===== config.mk =====
export PLATFORM = sky130hd
export DESIGN_NAME = tdr_scan_host
export DESIGN_NICKNAME = d
export VERILOG_FILES = /design/src/rtl/tdr_scan_host.sv
export SDC_FILE = /design/constraint.sdc
export NUM_CORES = 1
export LEC_CHECK = 0
export CAP_MARGIN = 20
export CORE_MARGIN = 1
export CORE_UTILIZATION = 43
export DETAILED_ROUTE_END_ITERATION = 10
export GPL_TIMING_DRIVEN = 0
export PLACE_DENSITY = 0.85
export SLEW_MARGIN = 30
export SYNTH_ARGS = -nofsm -noshare
export SYNTH_HDL_FRONTEND = slang
export SYNTH_SLANG_ARGS = --single-unit
export TNS_END_PERCENT = 100

===== constraint.sdc =====
create_clock -name ijtag_tck -period 2.32 [get_ports ijtag_tck]
set_input_delay 0.464 -clock ijtag_tck [delete_from_list [all_inputs] [get_ports ijtag_tck]]
set_output_delay 0.464 -clock ijtag_tck [all_outputs]
set_load 0.01 [all_outputs]

===== src/rtl/tdr_scan_host.sv =====
// Single-TDR IJTAG scan host: one capture-shift-update sequence per request.
// Optional capture/readback path is built when TDR_SCAN_HOST_CAPTURE_EN is defined.
module tdr_scan_host #(
  parameter int TDR_LEN = 21
) (
  input  logic               ijtag_tck,
  input  logic               ijtag_reset,
  input  logic               req_valid,
  output logic               req_ready,
  input  logic [TDR_LEN-1:0] req_wdata,
  output logic               rsp_valid,
  input  logic               rsp_ready,
  output logic [TDR_LEN-1:0] rsp_rdata,
  output logic               ijtag_sel,
  output logic               ijtag_ce,
  output logic               ijtag_se,
  output logic               ijtag_ue,
  output logic               ijtag_si,
  input  logic               ijtag_so,
  output logic [2:0]         dbg_state
);

  // Handshakes: a request transfers on a posedge with req_valid & req_ready;
  // a response transfers on a posedge with rsp_valid & rsp_ready.

  localparam int CNT_W = $clog2(TDR_LEN);
  localparam logic [CNT_W-1:0] LAST_CNT = CNT_W'(TDR_LEN - 1);

  typedef enum logic [2:0] {
    IDLE    = 3'd0,
    CAPTURE = 3'd1,
    SHIFT   = 3'd2,
    UPDATE  = 3'd3,
    RESP    = 3'd4
  } state_e;

  state_e             state_q, state_d;
  logic [CNT_W-1:0]   cnt_q, cnt_d;
  logic [TDR_LEN-1:0] sout_q, sout_d;
  logic               req_ready_q, req_ready_d;
  logic               rsp_valid_q, rsp_valid_d;
  logic               sel_q, sel_d;
  logic               se_q, se_d;
  logic               ue_q, ue_d;
  logic               si_q, si_d;

  always_comb begin
    state_d = state_q;
    cnt_d   = cnt_q;
    sout_d  = sout_q;
    case (state_q)
      IDLE: begin
        if (req_ready_q && req_valid) begin
          sout_d = req_wdata;
          cnt_d  = '0;
`ifdef TDR_SCAN_HOST_CAPTURE_EN
          state_d = CAPTURE;
`else
          state_d = SHIFT;
`endif
        end
      end
      CAPTURE: begin
        state_d = SHIFT;
        cnt_d   = '0;
      end
      SHIFT: begin
        sout_d = sout_q >> 1;
        if (cnt_q == LAST_CNT) state_d = UPDATE;
        else                   cnt_d   = cnt_q + CNT_W'(1);
      end
      UPDATE:  state_d = RESP;
      RESP:    if (rsp_valid_q && rsp_ready) state_d = IDLE;
      default: state_d = IDLE;
    endcase

    // Outputs are decoded from the next state so every pin is a flop.
    req_ready_d = (state_d == IDLE);
    rsp_valid_d = (state_d == RESP);
    sel_d       = (state_d == CAPTURE) || (state_d == SHIFT) || (state_d == UPDATE);
    se_d        = (state_d == SHIFT);
    ue_d        = (state_d == UPDATE);
    // si holds its last value outside SHIFT so it only moves while se is high.
    si_d        = se_d ? sout_d[0] : si_q;
  end

  always_ff @(posedge ijtag_tck) begin
    if (ijtag_reset) begin
      state_q     <= IDLE;
      cnt_q       <= '0;
      sout_q      <= '0;
      req_ready_q <= 1'b0;
      rsp_valid_q <= 1'b0;
      sel_q       <= 1'b0;
      se_q        <= 1'b0;
      ue_q        <= 1'b0;
      si_q        <= 1'b0;
    end else begin
      state_q     <= state_d;
      cnt_q       <= cnt_d;
      sout_q      <= sout_d;
      req_ready_q <= req_ready_d;
      rsp_valid_q <= rsp_valid_d;
      sel_q       <= sel_d;
      se_q        <= se_d;
      ue_q        <= ue_d;
      si_q        <= si_d;
    end
  end

`ifdef TDR_SCAN_HOST_CAPTURE_EN
  logic               ce_q, ce_d;
  logic [TDR_LEN-1:0] rdata_q, rdata_d;

  always_comb begin
    ce_d    = (state_d == CAPTURE);
    rdata_d = rdata_q;
    // ijtag_so is retimed at the target, so it is stable at this posedge.
    if (state_q == SHIFT) rdata_d = {ijtag_so, rdata_q[TDR_LEN-1:1]};
  end

  always_ff @(posedge ijtag_tck) begin
    if (ijtag_reset) begin
      ce_q    <= 1'b0;
      rdata_q <= '0;
    end else begin
      ce_q    <= ce_d;
      rdata_q <= rdata_d;
    end
  end

  assign ijtag_ce  = ce_q;
  assign rsp_rdata = rdata_q;
`else
  logic unused_so;
  assign unused_so = ijtag_so;
  assign ijtag_ce  = 1'b0;
  assign rsp_rdata = '0;
`endif

  assign req_ready = req_ready_q;
  assign rsp_valid = rsp_valid_q;
  assign ijtag_sel = sel_q;
  assign ijtag_se  = se_q;
  assign ijtag_ue  = ue_q;
  assign ijtag_si  = si_q;
  assign dbg_state = state_q;

endmodule


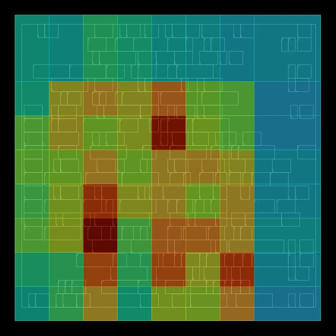
run_1/final_congestion.png
DR WL/cell: 11.0 um
fraction of met1 tracks used by global routing: 22.9%

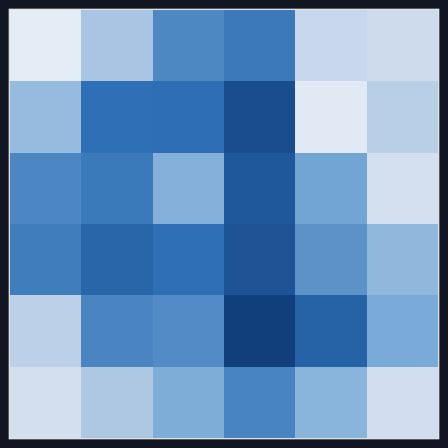
run_1/density.png
6 x 6 tiles, from white (low) to dark blue (high), 0 to 100% covered.
tiles over 75% full: 19%
emptiest ninth of the die: upper right
fullest tile: 94%
mean over tiles: 53%
placeable core area: 3390 um^2
initial core utilization: 45.3%
Final Core Density: 61.3%

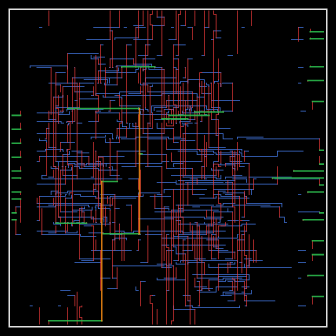
run_1/metal_stack.png
legend:
  green:
    layer: met3
    wire_length: 127 um
  blue:
    layer: met1
    wire_length: 1,380 um
  orange:
    layer: met4
    wire_length: 51.7 um
  red:
    layer: met2
    wire_length: 1,390 um
combined global-route utilization of all metal layers: 17.4%
vias: 1,331
Total Routed Length: 2.96 mm

==> flow_metrics.py, run 1 <==
# Flow results
metrics = {
    "run_status": {
        "status": "completed",
    },
    "synthesis": {
        "synthesized_area_fraction_occupied_by_adder_cells_pct": 1.63,
        "synth.cellmix.simpleShare_pct": 14.8,
        "synthesis.instances": 162,
        "synth_warnings": 0,
        "synth_area_per_cell_um2": 9.47,
        "ys_cells": 162,
        "enable_flop_cells": 0,
        "netlist-cell-type-count": 33,
        "synth_top_flop_cell": "sky130_fd_sc_hd__dfxtp_1",
        "ys_seq_elements": 35,
        "post_synth_instance_area_um2": 1530,
        "synth.cellmix.compoundShare_pct": 19.9,
        "post_synth_xor_area_fraction_pct": 1.14,
        "ys_chip_area_um2": 1530,
        "ys_sh_mux_pct": 1.31,
        "ys_seq_share_pct": 45.7,
        "logic_family": "AND-OR/OR-AND gates",
        "synth-async-reset-ratio_pct": 0,
    },
    "pwr": {
        "sw_frac_of_total_pct": 24.0,
        "ir_drop_mv": 0.418,
        "power_mw": 1.32,
        "power_clock_mw": 0.451,
        "net-switching-power_mw": 0.317,
        "leading_power_group": "registers",
        "p_seq_share_pct": 49.1,
        "p_int_mw": 1.00,
        "clockPowerShare_pct": 34.2,
        "combinationalPowerShare_pct": 16.7,
        "pg_comb_mw": 0.221,
        "power_sequential_mw": 0.647,
        "p_per_area_nw_per_um2": 635,
        "leakage_nw": 0.860,
    },
    "global_routing": {
        "grt_pass1_vias": 1143,
        "antenna_violations_before_repair": 0,
        "top_usage_layer": "met2",
        "grt_first_pass_wirelength_mm": 4.86,
        "grt_use_met2_pct": 26.1,
        "pin_count_of_the_biggest_net_entering_global_routing": 12,
        "grt_remaining_overflow": 0,
        "grt_use_met3_pct": 4.97,
    },
    "clock_tree": {
        "clock_path_buffers": 2,
        "clockRootBuffer": "sky130_fd_sc_hd__clkbuf_4",
        "clock_latency_ns": 0.33,
        "post_cts.repair.setup_buffers": 0,
        "cts-buffers-inserted": 5,
        "clock-sinks": 35,
        "ctsHtreeMaxLevel": 2,
        "clock_tree_from_tritoncts": "built",
        "cts_hold_buffers": 0,
        "postCtsResizedCells": 0,
        "clk_transition_reported_paths_ns": 0.10,
    },
    "sta": {
        "timing.final.ws_setup_ns": 0.300,
        "final_max_slew_viol_count": 0,
        "fin_skew_ns": 0.00705,
        "rsz0062_at_grt": "no",
        "achievable-frequency_mhz": 495,
        "maxSlewHeadroom_pct": 52.8,
        "aggregate_negative_setup_slack_ns": 0,
        "final.min_clock_period_ns": 2.02,
        "worst_hold_slack_ns": 0.514,
        "fin_crit_sh_pct": 87.1,
        "setup_violations": 0,
        "timing_worst_slew_pin_value_ns": 0.703,
        "hold_violations": 0,
    },
    "worst_setup_path": {
        "worstPathMaxFanout": 10,
        "worstSetupEndpointType": "register",
        "worst_setup_path_start_kind": "input pin",
        "cp_data_required_time_ns": 2.53,
        "worst_ep_arrival_time_ns": 2.23,
        "critical_path_class": "in2reg",
    },
    "layout": {
        "clock_buffer_cells": 6,
        "non_clock_inverter_count": 4,
        "areaGrowthSynthToFinish_pct": 35.4,
        "nNetsFinal": 250,
        "layout_top_cell": "sky130_fd_sc_hd__dfxtp_1",
        "layout-drive-gt1-share_pct": 15.7,
        "layout.clock.cell_area_share_pct": 4.16,
        "multi_input_comb_area_um2": 678,
        "area.share.combinational_pct": 32.7,
        "logic_gates": 110,
        "max_flop_register": "sout_q",
        "final_cells": 269,
        "nFlopsAndLatches": 35,
        "filler_cell_count": 306,
        "fin_area_um2": 2080,
        "final_layout_top_logic_cells": "sky130_fd_sc_hd__dfxtp_1, sky130_fd_sc_hd__clkdlybuf4s50_1, sky130_fd_sc_hd__nor2_1",
        "regArea_um2": 701,
        "dominant-cell-class": "sequential cells",
        "largest_reg_flops": 21,
        "bufAreaShareNonClock_pct": 26.0,
        "n_antenna_cell": 0,
        "area.share.sequential_pct": 33.7,
        "nNonClkBuffers": 66,
    },
    "place": {
        "post-place-cells": 261,
        "placed_cell_area_um2": 1990,
        "placement.io_buffers": 32,
        "dp.final_hpwl_mm": 2.17,
        "gp_congestion": 0.755,
        "dpl_worst_slack_ns": -0.0117,
    },
    "hold_path": {
        "path_category_of_the_worst_min_delay_check": "reg2reg",
    },
    "floorplanning": {
        "chip_area_um2": 3810,
        "die_x_um": 61.7,
        "tapCellCount": 46,
        "row_count": 21,
        "die_height_um": 61.7,
        "i_o_pins": 57,
    },
    "route": {
        "met3WireLength_um": 126,
        "post_drt_via_cell_ratio": 4.95,
        "drt_iter0_drc": 83,
        "number_of_iterations_in_the_first_detailed_routing_pass": 4,
        "post_detailed_route_count_of_antenna_violating_nets": 0,
        "drt-met1-wl_mm": 1.38,
        "dr_wl_met2_mm": 1.39,
        "route.top_layer_used": "met4",
        "drt_drc_violations_left": 0,
    },
    "job": {
        "timing.max_cap.violations": 0,
        "openroad.warnings": 28,
    },
}
[run 1: synthesized netlist by cell type, types with 2 or more instances]
cell	number	area, um^2
sky130_fd_sc_hd__a211oi_1	2	15.0
sky130_fd_sc_hd__a21oi_1	6	30.0
sky130_fd_sc_hd__a222oi_1	19	190
sky130_fd_sc_hd__and3_1	2	12.5
sky130_fd_sc_hd__buf_4	22	165
sky130_fd_sc_hd__clkbuf_1	10	37.5
sky130_fd_sc_hd__dfxtp_1	35	701
sky130_fd_sc_hd__ha_1	2	25.0
sky130_fd_sc_hd__inv_1	4	15.0
sky130_fd_sc_hd__mux2i_1	2	20.0
sky130_fd_sc_hd__nand2_1	3	11.3
sky130_fd_sc_hd__nand3_1	2	10.0
sky130_fd_sc_hd__nor2_1	25	93.8
sky130_fd_sc_hd__nor3b_1	2	15.0
sky130_fd_sc_hd__nor4_1	4	25.0
sky130_fd_sc_hd__o21ai_0	2	10.0
sky130_fd_sc_hd__or3_1	3	18.8
sky130_fd_sc_hd__xnor2_1	2	17.5
[run 1: path summary, 6_finish.rpt]
check                           startpoint    endpoint  slack (ns)  cells after the start
worst min register to register  sout_q[10]  sout_q[10]        0.51                      2
worst min-delay path            sout_q[10]  sout_q[10]        0.51                      2
worst max register to register    cnt_q[0]    cnt_q[3]        0.34                      6
worst max-delay path             req_valid  sout_q[15]        0.30                      7
[run 1: critical path, cell delays in order]
cell and delay (ns):
sky130_fd_sc_hd__clkdlybuf4s50_1 0.53, sky130_fd_sc_hd__a21oi_1 0.08, sky130_fd_sc_hd__or3_1 0.31, sky130_fd_sc_hd__clkbuf_1 0.22
sky130_fd_sc_hd__clkbuf_1 0.27, sky130_fd_sc_hd__a222oi_1 0.28, sky130_fd_sc_hd__nor2_1 0.07
==> run 2, diff against run 1 <==
--- a/config.mk
+++ b/config.mk
@@ -6,11 +6,13 @@
 export NUM_CORES = 1
 export LEC_CHECK = 0
 export CAP_MARGIN = 20
-export CORE_MARGIN = 1
+export CORE_MARGIN = 3
 export CORE_UTILIZATION = 43
 export DETAILED_ROUTE_END_ITERATION = 10
 export GPL_TIMING_DRIVEN = 0
+export MAX_ROUTING_LAYER = met4
 export PLACE_DENSITY = 0.85
+export SKIP_CTS_REPAIR_TIMING = 1
 export SLEW_MARGIN = 30
 export SYNTH_ARGS = -nofsm -noshare
 export SYNTH_HDL_FRONTEND = slang
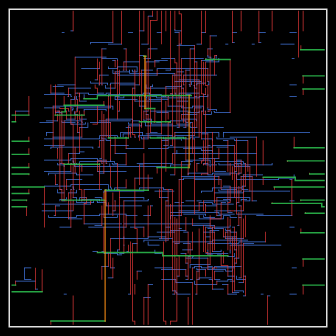
run_2/metal_stack.png
legend:
  green:
    layer: met3
    wire_length: 264 um
  blue:
    layer: met1
    wire_length: 1,380 um
  red:
    layer: met2
    wire_length: 1,550 um
  orange:
    layer: met4
    wire_length: 53.0 um
Total Routed Length: 3.25 mm
combined global-route utilization of all metal layers: 15.6%
DR WL/cell: 12.1 um
vias: 1,360

==> run 2 against run 1 <==
  * Sequential cell count is the same
  * Utilization down 0.96 points
  * Clock skew increased by 0.011 ns
  * Clock-buffer cell count did not move
  * Wire length increased by 10%
  * Critical path depth is the same
  * Area after synthesis unchanged
  * Via count rose by 2.2%
  * Total power decreased by 9.5%
  * Combinational power barely moved
  * Largest cell class unchanged
  * Largest power group unchanged
==> flow_metrics.py, run 2 <==
# Flow results
metrics = {
    "synthesis": {
        "post_synth_instance_area_um2": 1530,
        "synth_top_flop_cell": "sky130_fd_sc_hd__dfxtp_1",
        "ys_sh_mux_pct": 1.31,
        "synthesized_area_fraction_occupied_by_adder_cells_pct": 1.63,
        "ys_cells": 162,
        "post-synth-top-area-fraction_pct": 45.7,
        "synth-async-reset-ratio_pct": 0,
        "logic_family": "AND-OR/OR-AND gates",
        "ys_seq_share_pct": 45.7,
        "synth_area_per_cell_um2": 9.47,
        "ys_top_cells_by_area": "sky130_fd_sc_hd__dfxtp_1, sky130_fd_sc_hd__a222oi_1, sky130_fd_sc_hd__buf_4, sky130_fd_sc_hd__nor2_1, sky130_fd_sc_hd__clkbuf_1",
        "netlist.top_cell.by_instances": "sky130_fd_sc_hd__dfxtp_1",
        "enable_flop_cells": 0,
        "ys_seq_elements": 35,
        "synthesis.instances": 162,
        "netlist-cell-type-count": 33,
        "ys_chip_area_um2": 1530,
        "synth_warnings": 0,
        "synth.cellmix.compoundShare_pct": 19.9,
        "synth.cellmix.simpleShare_pct": 14.8,
    },
    "sta": {
        "hold_violations": 0,
        "maxSlewHeadroom_pct": 54.4,
        "worst_hold_slack_ns": 0.498,
        "rsz0062_at_grt": "no",
        "timing_worst_slew_pin_value_ns": 0.680,
        "final_max_slew_viol_count": 0,
        "achievable-frequency_mhz": 495,
        "aggregate_negative_setup_slack_ns": 0,
        "fin_skew_ns": 0.0182,
    },
    "global_routing": {
        "grt_first_pass_wirelength_mm": 5.02,
        "grt_remaining_overflow": 0,
        "antenna_violations_before_repair": 0,
        "pin_count_of_the_biggest_net_entering_global_routing": 12,
    },
    "place": {
        "placed_cell_area_um2": 1990,
        "placement.io_buffers": 32,
        "dp.final_hpwl_mm": 2.39,
        "gp_congestion": 0.753,
        "dpl_worst_slack_ns": -0.0658,
    },
    "clock_tree": {
        "clock-sinks": 35,
        "clockRootBuffer": "sky130_fd_sc_hd__clkbuf_4",
        "clock_latency_ns": 0.35,
        "clock_tree_from_tritoncts": "built",
        "clk_transition_reported_paths_ns": 0.11,
        "cts-buffers-inserted": 5,
        "ctsHtreeMaxLevel": 2,
    },
    "floorplanning": {
        "row_count": 21,
        "i_o_pins": 57,
        "core-area_um2": 3390,
        "chip_area_um2": 4320,
        "floorplan.initialDensity_pct": 45.3,
        "die_height_um": 65.7,
    },
    "pwr": {
        "leakage_nw": 0.840,
        "power_mw": 1.19,
        "p_per_area_nw_per_um2": 584,
    },
    "layout": {
        "nNetsFinal": 250,
        "final_layout_top_logic_cells": "sky130_fd_sc_hd__dfxtp_1, sky130_fd_sc_hd__clkdlybuf4s50_1, sky130_fd_sc_hd__nor2_1",
        "largest_reg_flops": 21,
        "fin_area_um2": 2040,
        "areaGrowthSynthToFinish_pct": 33.3,
        "layout_top_cell": "sky130_fd_sc_hd__dfxtp_1",
        "n_antenna_cell": 0,
        "max_flop_register": "sout_q",
        "filler_cell_count": 307,
    },
    "worst_setup_path": {
        "worst_ep_arrival_time_ns": 2.25,
        "critical_path_class": "in2reg",
        "crit_path_start": "req_valid",
        "worst_r2r_startpoint": "cnt_q[0]",
        "cp_data_required_time_ns": 2.55,
        "r2r_slack_ns": 0.34,
        "worst_setup_path_start_kind": "input pin",
        "timing.rr.end": "cnt_q[3]",
    },
    "run_status": {
        "status": "completed",
    },
    "route": {
        "post_detailed_route_count_of_antenna_violating_nets": 0,
        "number_of_iterations_in_the_first_detailed_routing_pass": 6,
        "post_drt_via_cell_ratio": 5.06,
        "drt_iter0_drc": 124,
    },
    "hold_path": {
        "holdPathStages": 2,
        "worstHoldStart": "ijtag_reset",
        "hold-path-endpoint": "rsp_valid",
        "path_category_of_the_worst_min_delay_check": "in2reg",
    },
    "job": {
        "openroad.warnings": 28,
        "timing.max_cap.violations": 0,
    },
}
[run 2: cell counts after synthesis]
No cell type changed its count.
[run 2: power breakdown]
group | total (mW) | switching (mW) | leakage [nW] | internal, mW
clock network | 0.323 | 0.206 | 0.0282 | 0.117
registers | 0.647 | 0.0171 | 0.285 | 0.630
logic | 0.223 | 0.106 | 0.526 | 0.117
total | 1.19 | 0.329 | 0.840 | 0.864
[run 2: final cells by class]
class / instances / area [um^2] / share of cell area [%]
flip-flops and latches: 35 / 701 / 34.3
plain buffers: 34 / 219 / 10.7
multi-input cells: 110 / 678 / 33.2
well taps: 46 / 57.6 / 2.82
inverters: 4 / 15.0 / 0.734
clock inverters: 2 / 12.5 / 0.612
repair buffers: 32 / 320 / 15.7
clock buffers: 6 / 41.3 / 2.02
[run 2: routing by layer]
layer	GRT usage, %	vias up	wire (um)	part of all wire, %
li1	-	686	-	-
met2	24.9	53	1550	48
met1	17.6	615	1380	43
met3	5.81	6	264	8.1
met4	6.22	0	53	1.6
met5	-	-	0	0
[run 2: critical path, cell delays in order]
cell                              delay (ns)
sky130_fd_sc_hd__clkdlybuf4s50_1        0.53
sky130_fd_sc_hd__a21oi_1                0.08
sky130_fd_sc_hd__or3_1                  0.31
sky130_fd_sc_hd__clkbuf_1               0.23
sky130_fd_sc_hd__clkbuf_1               0.27
sky130_fd_sc_hd__a222oi_1               0.28
sky130_fd_sc_hd__nor2_1                 0.08
[run 2: per-stage QoR]
step	util, %	cells
after CTS	60.3	269
after global routing	60.3	269
final	60.3	269
after global placement	58.7	261
after detailed placement	58.7	261
after floorplan	-	183
No activity file was given, so power comes from the tool's default toggle rates.
